Figure 1. M2 wires.
Drawn at 1 px/micron.
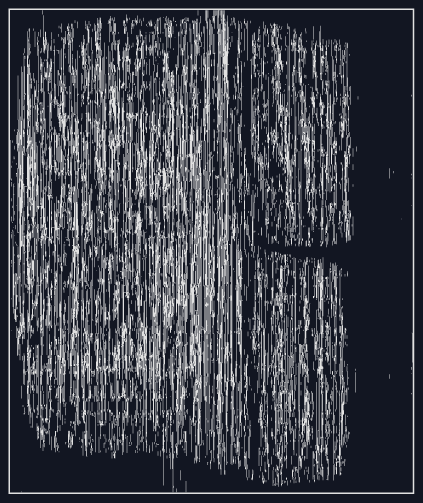
Figure 2. Pin map.
Drawn at 1 px/micron. Pins as bars across the die edge, other pins in grey.
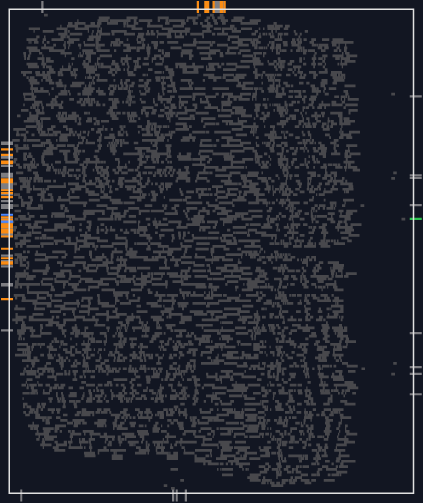
==> src/rtl/fdiv_multi_if.sv <==
// fdiv_multi_if: control/status bundle for the multi-channel frequency divider.
//   load/load_ch/div_in/high_in/auto_in : shadow-register write port
//   en                                  : per-channel count enable
//   resync                              : restart all channels in phase
//   fout/tc/pend                        : divided clocks, wrap pulses, shadow-pending flags
interface fdiv_multi_if #(
    parameter int WIDTH = 32,
    parameter int NCH   = 4,
    parameter int CHW   = 2
);
    logic             load;
    logic [CHW-1:0]   load_ch;
    logic [WIDTH-1:0] div_in;
    logic [WIDTH-1:0] high_in;
    logic             auto_in;
    logic [NCH-1:0]   en;
    logic             resync;
    logic [NCH-1:0]   fout;
    logic [NCH-1:0]   tc;
    logic [NCH-1:0]   pend;

    modport master (
        output load, load_ch, div_in, high_in, auto_in, en, resync,
        input  fout, tc, pend
    );

    modport slave (
        input  load, load_ch, div_in, high_in, auto_in, en, resync,
        output fout, tc, pend
    );
endinterface

==> src/rtl/fdiv_multi.sv <==
// fdiv_multi: NCH independent programmable dividers of the clock fin.
//   fin    : input clock, all state updates on its rising edge
//   reset  : synchronous active-high reset, returns every channel to stopped
//   bus    : fdiv_multi_if slave modport (load port, enables, resync, outputs)
// Each channel counts 1..div_act; fout is high while the pre-edge count is above
// div_act - heff. New settings sit in a shadow until a wrap, a stopped channel
// or resync lets them take effect, so the divisor never changes mid-period.
module fdiv_multi #(
    parameter int WIDTH = 32,
    parameter int NCH   = 4,
    parameter int CHW   = 2
) (
    input  logic         fin,
    input  logic         reset,
    fdiv_multi_if.slave  bus
);
    logic [WIDTH-1:0] cnt      [NCH];
    logic [WIDTH-1:0] div_act  [NCH];
    logic [WIDTH-1:0] high_act [NCH];
    logic [WIDTH-1:0] div_sh   [NCH];
    logic [WIDTH-1:0] high_sh  [NCH];
    logic [WIDTH-1:0] heff     [NCH];
    logic [WIDTH-1:0] thr      [NCH];
    logic [NCH-1:0]   auto_act, auto_sh;
    logic [NCH-1:0]   pend_q, fout_q, tc_q;
    logic [NCH-1:0]   wrap, ld_hit, apply;

    always_comb begin
        for (int unsigned c = 0; c < NCH; c++) begin
            if (auto_act[c])
                heff[c] = div_act[c] - (div_act[c] >> 1);
            else
                heff[c] = (high_act[c] < div_act[c]) ? high_act[c] : div_act[c];
            thr[c]    = div_act[c] - heff[c];
            wrap[c]   = (cnt[c] >= div_act[c]);
            // load_ch values >= NCH never match any channel index
            ld_hit[c] = bus.load && (bus.load_ch == CHW'(c));
            apply[c]  = bus.resync || (div_act[c] == '0) || (bus.en[c] && wrap[c]);
        end
    end

    always_ff @(posedge fin) begin
        if (reset) begin
            for (int unsigned c = 0; c < NCH; c++) begin
                cnt[c]      <= WIDTH'(1);
                div_act[c]  <= '0;
                high_act[c] <= '0;
                div_sh[c]   <= '0;
                high_sh[c]  <= '0;
            end
            auto_act <= '0;
            auto_sh  <= '0;
            pend_q   <= '0;
            fout_q   <= '0;
            tc_q     <= '0;
        end else begin
            for (int unsigned c = 0; c < NCH; c++) begin
                // Output/counter path always uses the pre-edge (old) parameters.
                if (bus.resync || (div_act[c] == '0)) begin
                    cnt[c]    <= WIDTH'(1);
                    fout_q[c] <= 1'b0;
                    tc_q[c]   <= 1'b0;
                end else if (bus.en[c]) begin
                    cnt[c]    <= wrap[c] ? WIDTH'(1) : cnt[c] + WIDTH'(1);
                    fout_q[c] <= (cnt[c] > thr[c]);
                    tc_q[c]   <= wrap[c];
                end else begin
                    tc_q[c]   <= 1'b0;
                end

                if (ld_hit[c]) begin
                    div_sh[c]  <= bus.div_in;
                    high_sh[c] <= bus.high_in;
                    auto_sh[c] <= bus.auto_in;
                end

                // A load landing on an apply edge skips the shadow entirely.
                if (apply[c]) begin
                    if (ld_hit[c]) begin
                        div_act[c]  <= bus.div_in;
                        high_act[c] <= bus.high_in;
                        auto_act[c] <= bus.auto_in;
                    end else if (pend_q[c]) begin
                        div_act[c]  <= div_sh[c];
                        high_act[c] <= high_sh[c];
                        auto_act[c] <= auto_sh[c];
                    end
                    pend_q[c] <= 1'b0;
                end else if (ld_hit[c]) begin
                    pend_q[c] <= 1'b1;
                end
            end
        end
    end

    assign bus.fout = fout_q;
    assign bus.tc   = tc_q;
    assign bus.pend = pend_q;
endmodule

==> src/flat_wrapper.sv <==
// flat-port wrapper written by rule: the top's interface ports become plain ports
module fdiv_multi_flat 
#(
    parameter int WIDTH = 32,
    parameter int NCH   = 4,
    parameter int CHW   = 2
)
  (fin, reset, bus_load, bus_load_ch, bus_div_in, bus_high_in, bus_auto_in, bus_en, bus_resync, bus_fout, bus_tc, bus_pend);
  fdiv_multi_if #(.WIDTH(WIDTH), .NCH(NCH), .CHW(CHW)) bus_i ();
  input  logic fin;
  input  logic reset;
  input wire logic [$bits(bus_i.load)-1:0] bus_load;
  input wire logic [$bits(bus_i.load_ch)-1:0] bus_load_ch;
  input wire logic [$bits(bus_i.div_in)-1:0] bus_div_in;
  input wire logic [$bits(bus_i.high_in)-1:0] bus_high_in;
  input wire logic [$bits(bus_i.auto_in)-1:0] bus_auto_in;
  input wire logic [$bits(bus_i.en)-1:0] bus_en;
  input wire logic [$bits(bus_i.resync)-1:0] bus_resync;
  output wire logic [$bits(bus_i.fout)-1:0] bus_fout;
  output wire logic [$bits(bus_i.tc)-1:0] bus_tc;
  output wire logic [$bits(bus_i.pend)-1:0] bus_pend;
  assign bus_i.load = bus_load;
  assign bus_i.load_ch = bus_load_ch;
  assign bus_i.div_in = bus_div_in;
  assign bus_i.high_in = bus_high_in;
  assign bus_i.auto_in = bus_auto_in;
  assign bus_i.en = bus_en;
  assign bus_i.resync = bus_resync;
  assign bus_fout = bus_i.fout;
  assign bus_tc = bus_i.tc;
  assign bus_pend = bus_i.pend;
  fdiv_multi #(.WIDTH(WIDTH), .NCH(NCH), .CHW(CHW)) u_core (.fin(fin), .reset(reset), .bus(bus_i));
endmodule
==> config.mk <==
export PLATFORM = sky130hd
export DESIGN_NAME = fdiv_multi_flat
export DESIGN_NICKNAME = d
export VERILOG_FILES = /design/src/rtl/fdiv_multi_if.sv /design/src/rtl/fdiv_multi.sv /design/src/flat_wrapper.sv
export SDC_FILE = /design/constraint.sdc
export NUM_CORES = 2
export LEC_CHECK = 0
export CAP_MARGIN = 0
export CORE_ASPECT_RATIO = 1.2
export CORE_MARGIN = 2
export CORE_UTILIZATION = 28
export DETAILED_ROUTE_END_ITERATION = 6
export PLACE_DENSITY = 0.39
export SLEW_MARGIN = 10
export SYNTH_ARGS = -nofsm -noshare
export SYNTH_HDL_FRONTEND = slang
export SYNTH_SLANG_ARGS = --single-unit
==> constraint.sdc <==
create_clock -name fin -period 10.05 [get_ports fin]
set_input_delay 2.5125 -clock fin [delete_from_list [all_inputs] [get_ports fin]]
set_output_delay 2.5125 -clock fin [all_outputs]
set_load 0.03 [all_outputs]
==> results.txt <==
Results of the flow run.

The run finished with clean final reports. Of all the cell area in the finished design, non-clock buffers hold 2.37%. The detail route stage leaves a number of antenna-violating nets equal to 0.

The final layout contains a sequential cell count of 660. The non-clock buffer count in the final layout stands at 160. The ratio of cells with drive above 1 in the final layout stands at about 5.0%.

The cell total after placement stands at slightly below 8k. STA on the placed design reports a worst setup slack of 2.32 ns. The number of cells on the worst hold path stands at 2. The min-delay analysis places its worst path in the category flip-flop to flip-flop. The cell family contributing the most delay on the critical path is AND-OR/OR-AND gates. The met2 track utilization from global routing stands at 33.0%. In this run the tools logged warnings totalling 90.

The clock skew after layout stands at 0.0454 ns. The initialized floorplan defines 175 standard-cell rows. The number of flops mapped to enable cells by yosys stands at 640.

The hold buffer count at cts stands at 0. The worst setup path is launched from a flip-flop. STA lists the endpoint of the worst register-to-register path as u_core.bus.fout[3]. The ratio of final minimum period to clock period stands at 76.8%. The share of total power dissipated in the clock network is 34.0%. The post-detailed-placement half-perimeter wirelength stands at 136,000 microns.
## Picture notes: Figure 1
share of all routed wire	50%
nets with wire on the layer	4,910

## Picture notes: Figure 2
port	colour	pins	direction	edge
bus_div_in	orange	32	input	24 west, 8 north
bus_auto_in	green	1	input	east
bus_load_ch	blue	2	input	west

[tightest hold or removal path: stages (launching register included)]
cell and delay [ns]:
sky130_fd_sc_hd__dfxtp_1 0.31, sky130_fd_sc_hd__mux2i_1 0.07, sky130_fd_sc_hd__nor2_1 0.08
[worst max path at each step]
stage | start | endpoint | slack (ns)
final | u_core.div_act[0][97] | u_core.bus.fout[3] | 2.33
after global routing | u_core.div_act[0][118] | u_core.bus.fout[3] | 1.52
after CTS | u_core.div_act[0][119] | u_core.bus.fout[3] | 2.25
after detailed placement | u_core.div_act[0][119] | u_core.bus.fout[3] | 2.32
after global placement | u_core.div_act[0][97] | u_core.bus.fout[3] | 2.26
after floorplan | bus_load_ch[1] | u_core.div_act[0][66] | 1.64
[layer usage]
| metal | wire, microns | vias up |
|---|---|---|
| met5 | 78 | - |
| met4 | 4590 | 12 |
| met3 | 6330 | 165 |
| met2 | 91300 | 664 |
| met1 | 81700 | 20227 |
| li1 | - | 20710 |
[kinds of logic (layout without fill, tap and decap cells)]
logic type      Yosys count  after routing  share of synthesized area, %
simple gates           1610           1610                          15.3
flops                   660            660                          36.7
compound gates         1565           1565                          19.1
xor+xnor                325            325                          5.33
mux                     165            165                          3.13
other cells               0              4                             0
buf+inv                 527            554                          3.83
fa+ha+maj               704            704                          16.6
[state kept, by name (all words and copies together), names as in the netlist]
name and cells:
u_core.high_sh 128, u_core.cnt 128, u_core.auto_act 4, u_core.div_sh 128, u_core.high_act 128, u_core.bus.fout 4
u_core.div_act 128, u_core.bus.tc 4, u_core.auto_sh 4, u_core.bus.pend 4
[per-stage QoR]
step                      hold slack [ns]  utilization, %  power (uW)
after detailed placement            0.480            30.0        5810
after global routing                0.550            31.4        9200
after floorplan                     0.455               -        5080
final                               0.493            31.4        8700
after CTS                           0.494            31.4        8820
after global placement              0.478            30.0        5800
Power and IR drop assume default switching activity.
